Fig. 1: run 1, metal 1
The bar under the picture is 20 um long.
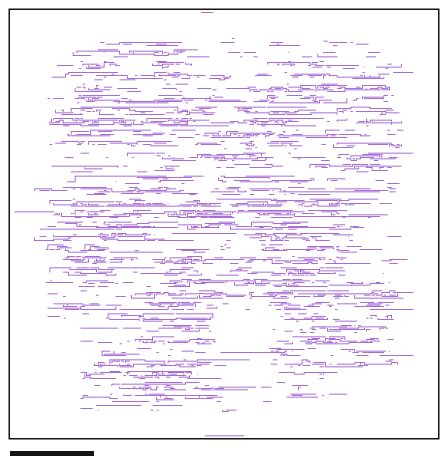
Fig. 2: run 1, met2 routing
The bar under the picture is 20 um long.
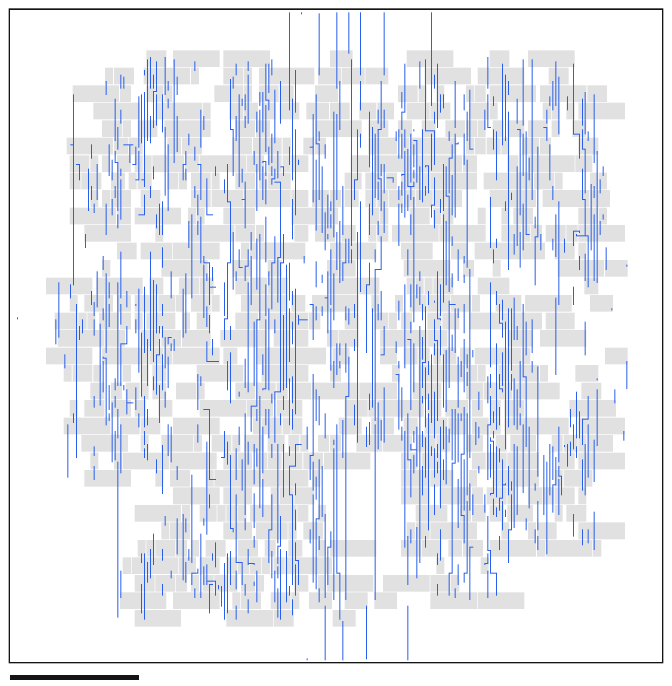
Fig. 3: run 1, M3 wires
The bar under the picture is 20 um long.
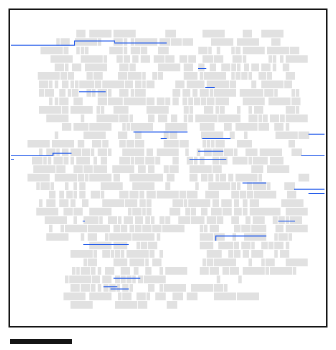
===== src/rtl/reset_sequencer.sv =====
// Multi-channel reset generator: delayed global assert, staggered release,
// then independent per-channel soft resets and a software re-run of the sequence.
module reset_sequencer #(
  parameter int NUM_CH  = 4,
  parameter int DELAY   = 10,
  parameter int WIDTH   = 20,
  parameter int STAGGER = 3,
  parameter int COUNT_W = 16
) (
  input  logic              clk,
  input  logic              reset_n,
  input  logic              reset_all_i,
  input  logic [NUM_CH-1:0] reset_req_i,
  output logic [NUM_CH-1:0] reset_o,
  output logic [NUM_CH-1:0] chan_busy_o,
  output logic              seq_done_o,
  output logic [1:0]        state_dbg_o
);

  typedef enum logic [1:0] {S_DELAY, S_ASSERT, S_RELEASE, S_DONE} state_t;

  localparam logic [COUNT_W-1:0] ASSERT_AT  = COUNT_W'(DELAY);
  localparam logic [COUNT_W-1:0] ASSERT_END = COUNT_W'(DELAY + WIDTH);
  localparam logic [COUNT_W-1:0] SEQ_END    = COUNT_W'(DELAY + WIDTH + (NUM_CH - 1) * STAGGER);
  localparam logic [COUNT_W-1:0] ONE        = COUNT_W'(1);

  state_t              state_q, state_d;
  logic [COUNT_W-1:0]  g_cnt_q, g_cnt_d;
  logic [COUNT_W-1:0]  ch_cnt_q [NUM_CH];
  logic [COUNT_W-1:0]  ch_cnt_d [NUM_CH];
  logic [NUM_CH-1:0]   rst_q, rst_d;
  logic [NUM_CH-1:0]   busy_q, busy_d;
  logic                done_q, done_d;

  // Counters hold "edges since trigger": the edge that sees count n is E(n).
  always_comb begin
    state_d  = state_q;
    g_cnt_d  = g_cnt_q;
    rst_d    = rst_q;
    busy_d   = busy_q;
    done_d   = done_q;
    ch_cnt_d = ch_cnt_q;
    unique case (state_q)
      S_DELAY: begin
        g_cnt_d = g_cnt_q + ONE;
        if (g_cnt_q == ASSERT_AT) begin
          rst_d   = '1;
          state_d = S_ASSERT;
        end
      end
      S_ASSERT, S_RELEASE: begin
        g_cnt_d = g_cnt_q + ONE;
        for (int k = 0; k < NUM_CH; k++) begin
          if (g_cnt_q == COUNT_W'(DELAY + WIDTH + k * STAGGER)) rst_d[k] = 1'b0;
        end
        if (g_cnt_q == ASSERT_END) state_d = S_RELEASE;
        // Checked last so a single-edge release (STAGGER=0 or one channel) still finishes.
        if (g_cnt_q == SEQ_END) begin
          state_d = S_DONE;
          done_d  = 1'b1;
          g_cnt_d = g_cnt_q;
        end
      end
      S_DONE: begin
        if (reset_all_i) begin
          // The accepting edge acts as E0, so the next edge must see count 1.
          state_d = S_DELAY;
          g_cnt_d = ONE;
          rst_d   = '0;
          busy_d  = '0;
          done_d  = 1'b0;
          for (int k = 0; k < NUM_CH; k++) ch_cnt_d[k] = '0;
        end else begin
          for (int k = 0; k < NUM_CH; k++) begin
            if (busy_q[k]) begin
              if (ch_cnt_q[k] == ASSERT_END) begin
                busy_d[k]   = 1'b0;
                rst_d[k]    = 1'b0;
                ch_cnt_d[k] = '0;
              end else begin
                ch_cnt_d[k] = ch_cnt_q[k] + ONE;
                if (ch_cnt_q[k] == ASSERT_AT) rst_d[k] = 1'b1;
              end
            end else if (reset_req_i[k]) begin
              busy_d[k]   = 1'b1;
              ch_cnt_d[k] = ONE;
            end
          end
        end
      end
      default: state_d = S_DELAY;
    endcase
  end

  always_ff @(posedge clk) begin
    if (!reset_n) begin
      state_q <= S_DELAY;
      g_cnt_q <= '0;
      rst_q   <= '0;
      busy_q  <= '0;
      done_q  <= 1'b0;
      for (int k = 0; k < NUM_CH; k++) ch_cnt_q[k] <= '0;
    end else begin
      state_q  <= state_d;
      g_cnt_q  <= g_cnt_d;
      rst_q    <= rst_d;
      busy_q   <= busy_d;
      done_q   <= done_d;
      ch_cnt_q <= ch_cnt_d;
    end
  end

  assign reset_o     = rst_q;
  assign chan_busy_o = busy_q;
  assign seq_done_o  = done_q;
  assign state_dbg_o = state_q;

endmodule

===== config.mk =====
export PLATFORM = sky130hd
export DESIGN_NAME = reset_sequencer
export DESIGN_NICKNAME = d
export VERILOG_FILES = /design/src/rtl/reset_sequencer.sv
export SDC_FILE = /design/constraint.sdc
export NUM_CORES = 1
export LEC_CHECK = 0
export CORE_MARGIN = 5
export CORE_UTILIZATION = 55
export CTS_CLUSTER_DIAMETER = 150
export DETAILED_ROUTE_END_ITERATION = 8
export GPL_TIMING_DRIVEN = 1
export PLACE_DENSITY = 0.73
export SYNTH_ARGS = -nofsm -noshare
export SYNTH_HDL_FRONTEND = slang
export SYNTH_SLANG_ARGS = --single-unit

===== constraint.sdc =====
create_clock -name clk -period 4.1 [get_ports clk]
set_input_delay 1.025 -clock clk [delete_from_list [all_inputs] [get_ports clk]]
set_output_delay 1.025 -clock clk [all_outputs]
set_load 0.01 [all_outputs]

==> flow_metrics.py, run 1 <==
# Metrics from the implementation run
metrics = {
    "layout": {
        "nNonClkBuffers": 23,
        "comb_area_sq_um": 2620,
        "comb_area_frac": 0.518,
        "seq_cells": 91,
        "regArea_sq_um": 1820,
        "fillers": 692,
        "buffer_area_frac": 0.0426,
        "drive_above_1_share": 0.0737,
        "clkCellAreaFrac": 0.0403,
        "sh_seq_area": 0.360,
        "most-common-layout-cells": "91 x dfxtp_1, 88 x nor2_1, 45 x xor2_1",
        "dominant_cells": "combinational gates",
        "top_regs": "ch_cnt_q (64), g_cnt_q (16)",
        "lay_top_count": "dfxtp_1",
        "logic_gates": 396,
        "area_growth_syn_to_layout_pct": 10.0,
        "nNonClkInverters": 17,
        "antenna_cells": 0,
        "clkbuf_count": 12,
        "regMostFlops": "ch_cnt_q",
        "largest_register_ffs": 64,
        "layout.nets": 559,
    },
    "setup_path": {
        "start_kind": "input port",
        "critical_path.max_fanout": 15,
        "required_ps": 4340,
        "crit_type": "in2reg",
        "r2r_start": "state_dbg_o[1]$_SDFFE_PN0P_",
        "crit_chain": "clkdlybuf4s50_1, buf_4, o31a_1, nand3_1, nor4_1, xnor2_1, nor2_1",
        "crit_cells": 7,
        "cp_slowest_cell": "clkdlybuf4s50_1",
        "reg2regPathDepth": 7,
        "crit_family": "buffers and inverters",
        "worstPathArrival_ps": 2960,
        "max_stage_delay_ps": 560,
        "worst_setup_path_end_kind": "flop",
        "crit_path_start": "reset_all_i",
        "critPathBufInv": 2,
    },
    "power_and_ir_drop": {
        "vdd_ir_drop_max_v": 0.000203,
        "power_mw": 1.98,
        "power_density_nw_per_um2": 392,
        "leakage_nw": 1.80,
    },
    "sta": {
        "setup_viol": 0,
        "rsz0062_at_grt": "no",
        "finalCritPeriodShare": 0.664,
        "clock_skew_ps": 6.31,
        "drv_slew": 0,
        "layout_min_cycle_time_ps": 2720,
        "fmax_mhz": 368,
        "fin_tns_setup_ps": 0,
        "tightest_slew_ps": 853,
        "finalHoldViolCount": 0,
        "relSlewSlack": 0.428,
    },
    "logic_synthesis": {
        "fp_nets": 545,
        "synth-main-ff-cell": "dfxtp_1",
        "ys.warnings.count": 0,
        "ys_seq_share": 0.397,
        "ys_seq_elements": 91,
        "ys_area_sq_um": 4590,
        "syn_avg_cell_area_sq_um": 8.77,
        "synthTopCellsByArea": "dfxtp_1 40%, xor2_1 8.6%, nor2_1 7.2%",
        "netlist.area_leader.share": 0.397,
        "edf_count": 0,
        "synth.distinct_cells": 63,
        "top_area_cell": "dfxtp_1",
        "async_flop_share": 0,
        "syn_area_sq_um": 4590,
        "syn_inst": 524,
        "ys_cells": 524,
    },
    "floorplanning": {
        "core_area_sq_um": 8180,
        "ios": 18,
        "fp.dieW_um": 101,
        "die_h_um": 101,
        "floorplan.rows": 33,
        "tap_cells": 105,
        "initial_core_util": 0.562,
        "chip_area_sq_um": 10300,
    },
    "clock_network": {
        "clk_pin_slew_worst_paths_ps": 90,
        "postCtsHoldBufs": 0,
        "cts_max_path_buffers": 2,
        "cts_made_buffers": 9,
        "numClockSinks": 91,
        "cts_tree": "built",
        "cts_resized": 0,
        "clock_latency_ps": 360,
        "cts-root-buf": "clkbuf_8",
        "cts_setup_buffers": 0,
        "htree_num_levels": 3,
    },
    "worst_hold_path": {
        "hold_start": "reset_o[2]$_SDFFE_PN0P_",
        "hold_path_depth": 1,
        "hold_class": "reg2reg",
    },
    "routing": {
        "vias_per_cell": 5.64,
        "drtAntennaViolNets": 0,
        "dr.first_iter.drc_count": 135,
        "drt-total-wl_um": 9220,
        "drc": 0,
        "routedWlPerCell_um": 14.2,
        "first_pass_iters": 4,
        "via_count": 3656,
    },
    "global_route": {
        "grt_util_all_layers": 0.190,
        "grt_first_pass_wirelength_um": 16000,
        "grt_pass1_vias": 3467,
        "antenna_found_initial": 0,
        "grt_overflow_total": 0,
        "grt_max_degree": 18,
    },
    "run": {
        "cap_violations": 0,
        "warnings": 34,
    },
    "place": {
        "hpwl_um": 6500,
        "gp_congestion": 0.840,
        "portBuffers": 17,
    },
    "outcome": {
        "status": "complete, no violations",
    },
}
About Fig. 1:
main direction: horizontal
longest straight run: 23.9 um
wire length on this layer: 4510 um
nets with wire on the layer: 516

About Fig. 2:
share of all routed wire: 48%
longest straight run: 36.7 um
nets with wire on the layer: 448
main direction: vertical
wire length on this layer: 4420 um

About Fig. 3:
wire length on this layer: 221 um
share of all routed wire: 2.4%

run 1: stage by stage:
| step | worst slack, ps | util | instances | area (sq um) | hold WS [ps] |
|---|---|---|---|---|---|
| 2_1_floorplan | 1670 | - | 524 | 4590 | 469 |
| 3_3_place_gp | 1100 | 0.594 | 632 | 4850 | 471 |
| 3_5_place_dp | 996 | 0.594 | 632 | 4850 | 486 |
| 4_1_cts | 1400 | 0.618 | 648 | 5060 | 507 |
| 5_1_grt | 1190 | 0.618 | 648 | 5060 | 529 |
| 6_report | 1380 | 0.618 | 648 | 5060 | 509 |
run 1: where the power goes:
part | internal, mW | switching (mW)
combinational | 0.189 | 0.212
clock | 0.315 | 0.318
sequential | 0.914 | 0.0344
total | 1.42 | 0.564
run 1: synth_stat cells, drive strengths merged, types with 5 or more instances:
cell and count:
dfxtp 91, nor2 88, xor2 45, nand2 27
nand4 27, xnor2 27, nand3 23, clkbuf 18
inv 17, nor3 15, ha 14, nor4 14
a21oi 12, o21ai 12, and3 10, nor2b 7
a211oi 6, and4 6, o31a 6, nand2b 5
run 1: cell families after synthesis:
logic type / synth area share
compound gates: 0.112
xor+xnor: 0.137
fa+ha+maj: 0.0381
buf+inv: 0.0332
flops: 0.397
mux: 0.00436
simple gates: 0.278
run 1: final timing paths:
path | end | slack [ps]
max | ch_cnt_q[47]$_SDFFE_PN0P_ | 1380
min | reset_o[2]$_SDFFE_PN0P_ | 510
min reg2reg | reset_o[2]$_SDFFE_PN0P_ | 510
max reg2reg | ch_cnt_q[47]$_SDFFE_PN0P_ | 1760
run 1: metal layers:
layer,routed length [um],vias to the layer above,part of all wire,global-route usage
met5,0,-,0,0
met4,72,0,0.0078,0.0706
met3,220,4,0.024,0.0399
met2,4420,38,0.48,0.309
met1,4510,1739,0.49,0.248
li1,-,1875,-,-
Fig. 4: run 1, routing congestion
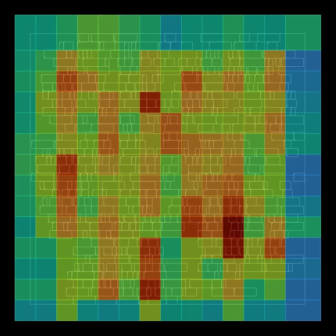

## Run 2: what changed since run 1
--- a/config.mk
+++ b/config.mk
@@ -10,7 +10,7 @@
 export CTS_CLUSTER_DIAMETER = 150
 export DETAILED_ROUTE_END_ITERATION = 8
 export GPL_TIMING_DRIVEN = 1
-export PLACE_DENSITY = 0.73
+export PLACE_DENSITY = 0.76
 export SYNTH_ARGS = -nofsm -noshare
 export SYNTH_HDL_FRONTEND = slang
 export SYNTH_SLANG_ARGS = --single-unit
==> constraint.sdc (replaced) <==
create_clock -name clk -period 2.2 [get_ports clk]
set_input_delay 0.55 -clock clk [delete_from_list [all_inputs] [get_ports clk]]
set_output_delay 0.55 -clock clk [all_outputs]
set_load 0.01 [all_outputs]
Fig. 5: run 2, routing congestion
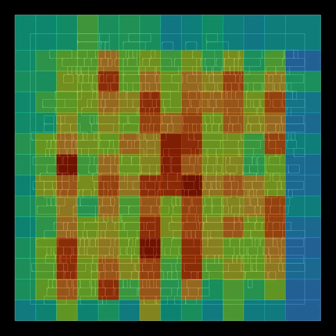
GRT Overall Usage: 0.195
met2 usage: 0.341
busiest grt layer: met2
fin util: 0.663
met3 Resource Use GR: 0.0475

Fig. 6: run 2, M3 wires
The bar under the picture is 20 um long.
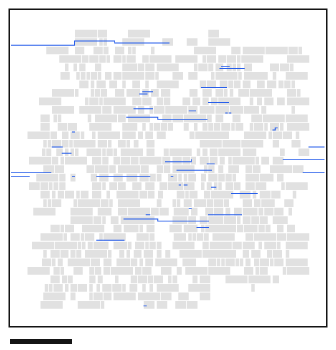
nets with wire on the layer: 28
share of all routed wire: 2.8%

Fig. 7: run 2, metal 1
The bar under the picture is 20 um long.
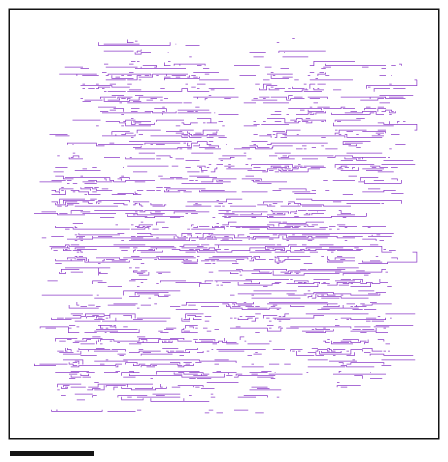
share of all routed wire: 46%
nets with wire on the layer: 550
wire length on this layer: 4590 um
main direction: horizontal

==> run 2 against run 1 <==
  * Critical path depth grew 1
  * Clock power grew 110%
  * Final cell count grew 6.0%
  * Setup slack lost 1300 ps
  * Design area grew 7.2%
  * Synthesized cell count is the same
  * Sequential share of layout area shrank 2.4 points
==> flow_metrics.py, run 2 <==
# Metrics from the implementation run
metrics = {
    "logic_synthesis": {
        "async_flop_share": 0,
        "synth-main-ff-cell": "dfxtp_1",
        "ys_seq_elements": 91,
        "netlist.area_leader.share": 0.397,
        "ys.warnings.count": 0,
        "synthTopCellsByArea": "dfxtp_1 40%, xor2_1 8.6%, nor2_1 7.2%",
        "edf_count": 0,
        "fp_nets": 545,
        "ys_area_sq_um": 4590,
        "top_area_cell": "dfxtp_1",
        "syn_area_sq_um": 4590,
        "yosysMostFrequentCell": "dfxtp_1",
        "syn_inst": 524,
        "ys_cells": 524,
        "synth.distinct_cells": 63,
        "ys_seq_share": 0.397,
        "syn_avg_cell_area_sq_um": 8.77,
        "synthTopCellsByCount": "91 x dfxtp_1, 88 x nor2_1, 45 x xor2_1, 27 x nand4_1, 27 x xnor2_1",
    },
    "outcome": {
        "status": "complete, no violations",
    },
    "layout": {
        "antenna_cells": 0,
        "top_regs": "ch_cnt_q (64), g_cnt_q (16)",
        "layout.nets": 599,
        "largest_register_ffs": 64,
        "final_area_sq_um": 5420,
        "regMostFlops": "ch_cnt_q",
        "fillers": 659,
        "lay_top_count": "dfxtp_1",
        "regArea_sq_um": 1820,
        "area_growth_syn_to_layout_pct": 18.0,
        "drive_above_1_share": 0.141,
        "most-common-layout-cells": "91 x dfxtp_1, 88 x nor2_1, 45 x xor2_1, 45 x buf_4",
        "comb_area_sq_um": 2640,
    },
    "sta": {
        "tightest_slew_ps": 646,
        "fmax_mhz": 479,
        "fin_tns_setup_ps": 0,
        "drv_slew": 0,
        "layout_min_cycle_time_ps": 2090,
        "setup_viol": 0,
        "finalCritPeriodShare": 0.949,
        "finalHoldViolCount": 0,
        "relSlewSlack": 0.564,
        "clock_skew_ps": 6.79,
    },
    "setup_path": {
        "critical_path.max_fanout": 9,
        "worst_setup_path_end_kind": "flop",
        "start_kind": "flop",
        "crit_path_start": "ch_cnt_q[16]$_SDFFE_PN0P_",
        "crit_type": "reg2reg",
        "r2r_start": "ch_cnt_q[16]$_SDFFE_PN0P_",
        "required_ps": 2450,
        "worstPathArrival_ps": 2340,
    },
    "routing": {
        "routedWlPerCell_um": 14.5,
        "dr.first_iter.drc_count": 145,
        "drt-total-wl_um": 9950,
        "via_count": 3914,
        "drc": 0,
        "first_pass_iters": 4,
        "vias_per_cell": 5.70,
        "drtAntennaViolNets": 0,
    },
    "global_route": {
        "grt_max_degree": 23,
        "grt_first_pass_wirelength_um": 16400,
        "grt_overflow_total": 0,
        "antenna_found_initial": 0,
        "grt_pass1_vias": 3725,
    },
    "floorplanning": {
        "fp.dieW_um": 101,
        "die_h_um": 101,
        "core_area_sq_um": 8180,
        "ios": 18,
        "floorplan.rows": 33,
        "chip_area_sq_um": 10300,
        "initial_core_util": 0.562,
    },
    "clock_network": {
        "numClockSinks": 91,
        "cts_tree": "built",
        "htree_num_levels": 3,
        "clk_pin_slew_worst_paths_ps": 90,
        "cts-root-buf": "clkbuf_8",
        "cts_resized": 0,
        "postCtsHoldBufs": 0,
        "clock_latency_ps": 350,
        "cts_made_buffers": 9,
        "cts_setup_buffers": 0,
        "cts_max_path_buffers": 2,
    },
    "place": {
        "hpwl_um": 7260,
        "gp_congestion": 0.881,
        "portBuffers": 17,
        "placed_area_sq_um": 5150,
    },
    "worst_hold_path": {
        "hold_class": "reg2reg",
        "hold_start": "reset_o[2]$_SDFFE_PN0P_",
    },
    "power_and_ir_drop": {
        "p_seq_mw": 1.76,
        "internal_power_mw": 2.93,
        "netSwitchingPower_mw": 1.06,
        "power_leader": "sequential cells",
        "power_density_nw_per_um2": 735,
        "vdd_ir_drop_max_v": 0.000379,
        "comb_power_share": 0.217,
        "power.share.switching": 0.265,
        "leakage_nw": 2.01,
        "p_seq_frac": 0.443,
        "clkPwrFrac": 0.340,
        "clk-power_mw": 1.36,
        "p_comb_mw": 0.864,
    },
    "run": {
        "warnings": 34,
        "cap_violations": 0,
    },
}
run 2: cell count changes in the layout (fill, tap and decap cells not counted), sizes merged:
cell,change
buf,+40
bufinv,+2
clkinv,-2
clkbuf,-1
run 2: per-layer routing:
metal  track usage  up-vias  share of wire
met5             0        -              0
met4        0.0706        0          0.017
met3        0.0475       15          0.028
met2         0.341       59           0.49
met1         0.233     1888           0.46
li1              -     1952              -
run 2: metrics by stage:
step	util	std cells	setup WS, ps	hold WS, ps	power [mW]
floorplan	-	524	181	469	2.33
global placement	0.630	670	-237	486	2.62
detailed placement	0.630	670	-251	499	2.63
CTS	0.659	685	9.97	521	3.99
global route	0.663	687	-13.9	542	4.16
finish	0.663	687	112	508	3.98
run 2: cell families after synthesis:
group	count (synthesis)	synth area share
compound gates	67	0.112
mux	2	0.00436
simple gates	241	0.278
fa+ha+maj	14	0.0381
flops	91	0.397
xor+xnor	72	0.137
buf+inv	37	0.0332
run 2: critical path, stage by stage, from the launching register on:
cell and delay (ps):
dfxtp_1 320, inv_1 70, ha_1 140, or4b_2 650, nor4_4 250, nor3_1 130, o21ai_4 180, buf_4 190
nor2_1 60
run 2: worst paths after layout:
kind	endpoint	slack [ps]	depth (start not counted)
setup / recovery	ch_cnt_q[24]$_SDFFE_PN0P_	110	8
hold / removal	reset_o[2]$_SDFFE_PN0P_	510	1
setup reg to reg	ch_cnt_q[24]$_SDFFE_PN0P_	110	8
hold reg to reg	reset_o[2]$_SDFFE_PN0P_	510	1
run 2: layout make-up:
class                           count  share of cell area
Clock buffer                       11              0.0261
Clock inverter                      4              0.0182
Timing Repair Buffer               63              0.0974
Inverter                           17              0.0118
Sequential cell                    91               0.336
Multi-Input combinational cell    396               0.486
Tap cell                          105              0.0242
Power and IR drop assume default switching activity.
